==> src/rtl/sub_pkg.sv <==
// Shared types and sizing helpers for the bit-serial subtractor.
package sub_pkg;

  typedef enum logic [1:0] {
    IDLE = 2'd0,
    BUSY = 2'd1,
    DONE = 2'd2
  } state_t;

  localparam int unsigned DEFAULT_WIDTH = 8;

  // Bit-counter width; never below one bit so the counter always exists.
  function automatic int unsigned cnt_width(input int unsigned width);
    return (width < 2) ? 1 : $clog2(width);
  endfunction

endpackage

==> src/rtl/full_subtractor.sv <==
// One-bit combinational subtractor slice: d = a - b - bin, with borrow out.
module full_subtractor (
  input  logic a,
  input  logic b,
  input  logic bin,
  output logic d,
  output logic bout
);

  assign d    = a ^ b ^ bin;
  assign bout = (~a & b) | (~(a ^ b) & bin);

endmodule

==> src/rtl/serial_subtractor.sv <==
// Bit-serial two's-complement subtractor (diff = a - b), LSB first, one bit per cycle,
// with valid/ready handshakes on both operand and result sides.
module serial_subtractor
  import sub_pkg::*;
#(
  parameter int unsigned WIDTH = DEFAULT_WIDTH
) (
  input  logic             clk,
  input  logic             rst,
  input  logic             in_valid,
  output logic             in_ready,
  input  logic [WIDTH-1:0] a,
  input  logic [WIDTH-1:0] b,
  output logic             out_valid,
  input  logic             out_ready,
  output logic [WIDTH-1:0] diff,
  output logic             bout,
  output logic             ovf
);

  localparam int unsigned CNTW = cnt_width(WIDTH);

  state_t           r_state;
  logic [WIDTH-1:0] r_sa;
  logic [WIDTH-1:0] r_sb;
  logic [WIDTH-1:0] r_r;
  logic             r_br;
  logic [CNTW-1:0]  r_cnt;
  logic             r_a_msb;
  logic             r_b_msb;
  logic [WIDTH-1:0] r_diff;
  logic             r_bout;
  logic             r_ovf;

  logic             w_d;
  logic             w_bn;
  logic [WIDTH-1:0] w_r_next;

  full_subtractor u_slice (
    .a    (r_sa[0]),
    .b    (r_sb[0]),
    .bin  (r_br),
    .d    (w_d),
    .bout (w_bn)
  );

  // Result bits arrive LSB first, so they enter at the MSB and walk down.
  assign w_r_next = {w_d, r_r[WIDTH-1:1]};

  always_ff @(posedge clk or posedge rst) begin
    if (rst) begin
      r_state <= IDLE;
      r_sa    <= '0;
      r_sb    <= '0;
      r_r     <= '0;
      r_br    <= 1'b0;
      r_cnt   <= '0;
      r_a_msb <= 1'b0;
      r_b_msb <= 1'b0;
      r_diff  <= '0;
      r_bout  <= 1'b0;
      r_ovf   <= 1'b0;
    end else begin
      case (r_state)
        IDLE: begin
          if (in_valid) begin
            r_sa    <= a;
            r_sb    <= b;
            r_a_msb <= a[WIDTH-1];
            r_b_msb <= b[WIDTH-1];
            r_br    <= 1'b0;
            r_cnt   <= '0;
            r_state <= BUSY;
          end
        end
        BUSY: begin
          r_sa  <= {1'b0, r_sa[WIDTH-1:1]};
          r_sb  <= {1'b0, r_sb[WIDTH-1:1]};
          r_r   <= w_r_next;
          r_br  <= w_bn;
          r_cnt <= r_cnt + CNTW'(1);
          // Last slice: its output bit is the result MSB used for overflow.
          if (r_cnt == CNTW'(WIDTH - 1)) begin
            r_diff  <= w_r_next;
            r_bout  <= w_bn;
            r_ovf   <= (r_a_msb != r_b_msb) && (w_d != r_a_msb);
            r_state <= DONE;
          end
        end
        DONE: begin
          if (out_ready) begin
            r_state <= IDLE;
          end
        end
        default: r_state <= IDLE;
      endcase
    end
  end

  assign in_ready  = (r_state == IDLE);
  assign out_valid = (r_state == DONE);
  assign diff      = r_diff;
  assign bout      = r_bout;
  assign ovf       = r_ovf;

endmodule

==> config.mk <==
export PLATFORM = sky130hd
export DESIGN_NAME = serial_subtractor
export DESIGN_NICKNAME = d
export VERILOG_FILES = /design/src/rtl/sub_pkg.sv /design/src/rtl/full_subtractor.sv /design/src/rtl/serial_subtractor.sv
export SDC_FILE = /design/constraint.sdc
export NUM_CORES = 1
export LEC_CHECK = 0
export ABC_AREA = 1
export CORE_ASPECT_RATIO = 0.75
export CORE_UTILIZATION = 52
export DETAILED_ROUTE_END_ITERATION = 6
export PLACE_DENSITY_LB_ADDON = 0.1
export SLEW_MARGIN = 10
export SYNTH_ARGS = -nofsm -noshare
export SYNTH_HDL_FRONTEND = slang
export SYNTH_HIERARCHICAL = 1
export SYNTH_SLANG_ARGS = --single-unit
export TNS_END_PERCENT = 20
==> constraint.sdc <==
create_clock -name clk -period 1.45 [get_ports clk]
set_input_delay 0.29 -clock clk [delete_from_list [all_inputs] [get_ports clk]]
set_output_delay 0.29 -clock clk [all_outputs]
set_load 0.01 [all_outputs]
==> images/pdn.png <==
Bar = 20 µm. Pins as bars on the die edge. Tap cells in gray.
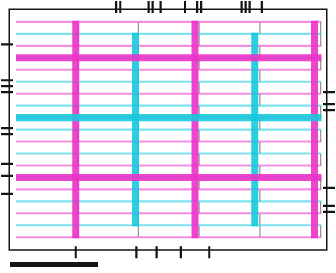
| color | net |
|---|---|
| magenta | VSS |
| cyan | VDD |
tap cells: 50
signal pins: 32
met1 rails: 19
met5 straps: 3
met4 straps: 5

==> images/final_clocks.png <==
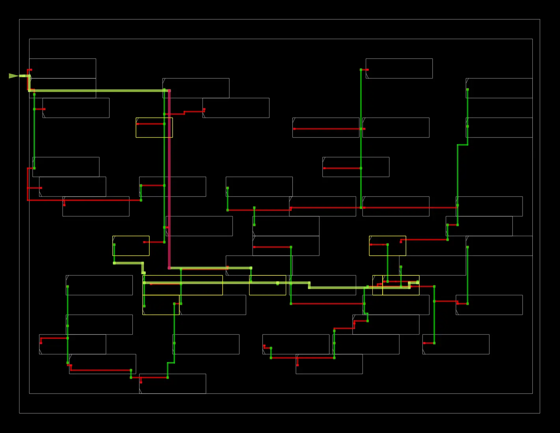
clock buf count: 7
Clock Skew: 10.1 ps
clk latency late pin: 280 ps
Sink Count: 41

==> images/clock_map.png <==
Bar = 20 µm.
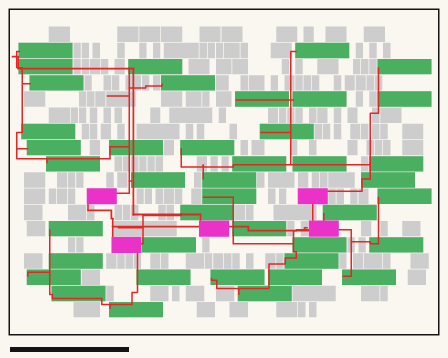
[red] clock wires | length: 451 µm
[magenta] cells driving clock nets | count: 5
[green] flip-flops | count: 41
routed clock nets: 6
flops lie: spread over the die

==> images/cell_classes.png <==
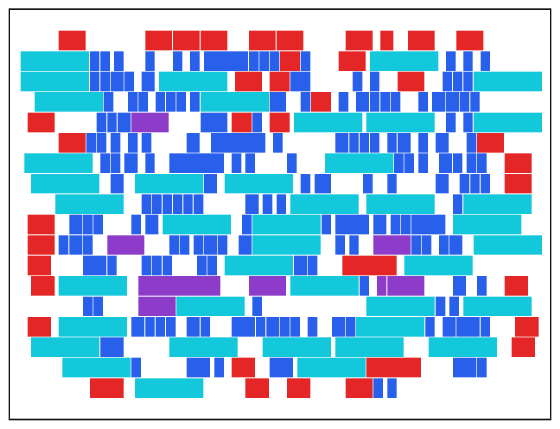
| color | class | cells |
|---|---|---|
| cyan | flops | 41 |
| red | other buffers and delay cells | 38 |
| purple | clock drivers and dummy loads | 8 |
| blue | all other logic | 174 |

==> images/metal_stack.png <==
Bar = 20 µm. Two of the layers only.
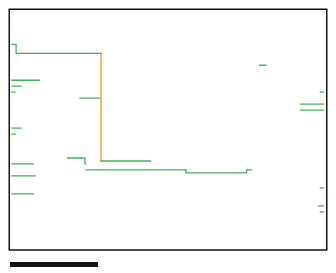
| color | layer | wire length |
|---|---|---|
| orange | met4 | 24.5 µm |
| green | met3 | 125 µm |

==> qor.csv <==
stage;metric;value;unit
clock_network;root buffer cell;clkbuf_8;
sta;Slew @ Worst Pin;260;ps
outcome;run status;completed;
sta;Fmax;717;MHz
logic_synthesis;Mapped Cells;225;
sta;final setup fails;0;
power;sw frac;38.1;%
place;Port Buffers;31;
grt;initial antenna violation count;0;
logic_synthesis;Synth flops;41;
place;pre-CTS WS;66.9;ps
critical_path;critical path depth;7;
critical_path;crit path DAT;1560;ps
route;first drt pass iteration count;4;
die;core box area;3400;µm²
route;metal2 WL;1560;µm
grt;met2 Usage GRT;31.4;%
critical_path;crit end category;register;
route;drt total wl;3620;µm
cells_and_area;Seq Cell Count;41;
logic_synthesis;comb area leader;simple AND/OR/NAND/NOR gates;
logic_synthesis;yosys adder share;2.37;%
cells_and_area;design area;2380;µm²
run;Max Cap Viol;0;
power;maximum vdd drop;1.27;mV
critical_path;critical path endpoint;ovf;
cells_and_area;#MultiIn Comb;154;
power;Biggest consumer;combinational cells;
cells_and_area;top cell category;sequential cells;
route;metal3 WL;124;µm
power;P_seq;1920;µW
sta;Slew headroom;82.5;%
die;Floorplan Utilization;56.0;%
place;hpwl dp;2430;µm
logic_synthesis;xor+xnor area frac;0;%
critical_path;worst r2r dst;ovf;
route;Post-route DRC;0;
critical_path;crit-path max FO;3;
cells_and_area;# fillers;282;
sta;Setup TNS;0;ps
critical_path;crit-path leading delay family;adder cells;
cells_and_area;most numerous logic cells after layout;nand2_1 (105), dfrtp_1 (41), clkdlybuf4s50_1 (19);
route;Starting DRT DRC Count;91;
cells_and_area;signal buffers share of area;15.7;%
grt;largest net degree at the start of global routing;42;
cells_and_area;non-clock buffer count;38;
grt;GR Util met1;28.6;%
grt;grt peak-use layer;met2;
power;P_clk;927;µW
-- sequential cells by signal (all words and copies together) (netlist names), 2 cells and up --
name,count
diff,8
r_sb,8
r_cnt,3
r_r,7
r_sa,8
r_state,2
-- cells in the mapped netlist --
cell type	count	area, µm²
nand3_1	16	80.1
nor2_1	3	11.3
fa_1	1	20.0
inv_2	2	7.51
dfrtp_1	41	1030
buf_6	4	45.0
buf_4	5	37.5
nand2_2	1	6.26
nand2_4	1	11.3
o31ai_1	1	7.51
buf_2	1	5.00
o21ai_2	7	61.3
nor2_2	1	6.26
inv_1	18	67.6
o21ai_4	1	16.3
ha_1	2	25.0
o21ai_0	15	75.1
nand2_1	105	394
Power is estimated from default activity; no workload was simulated.
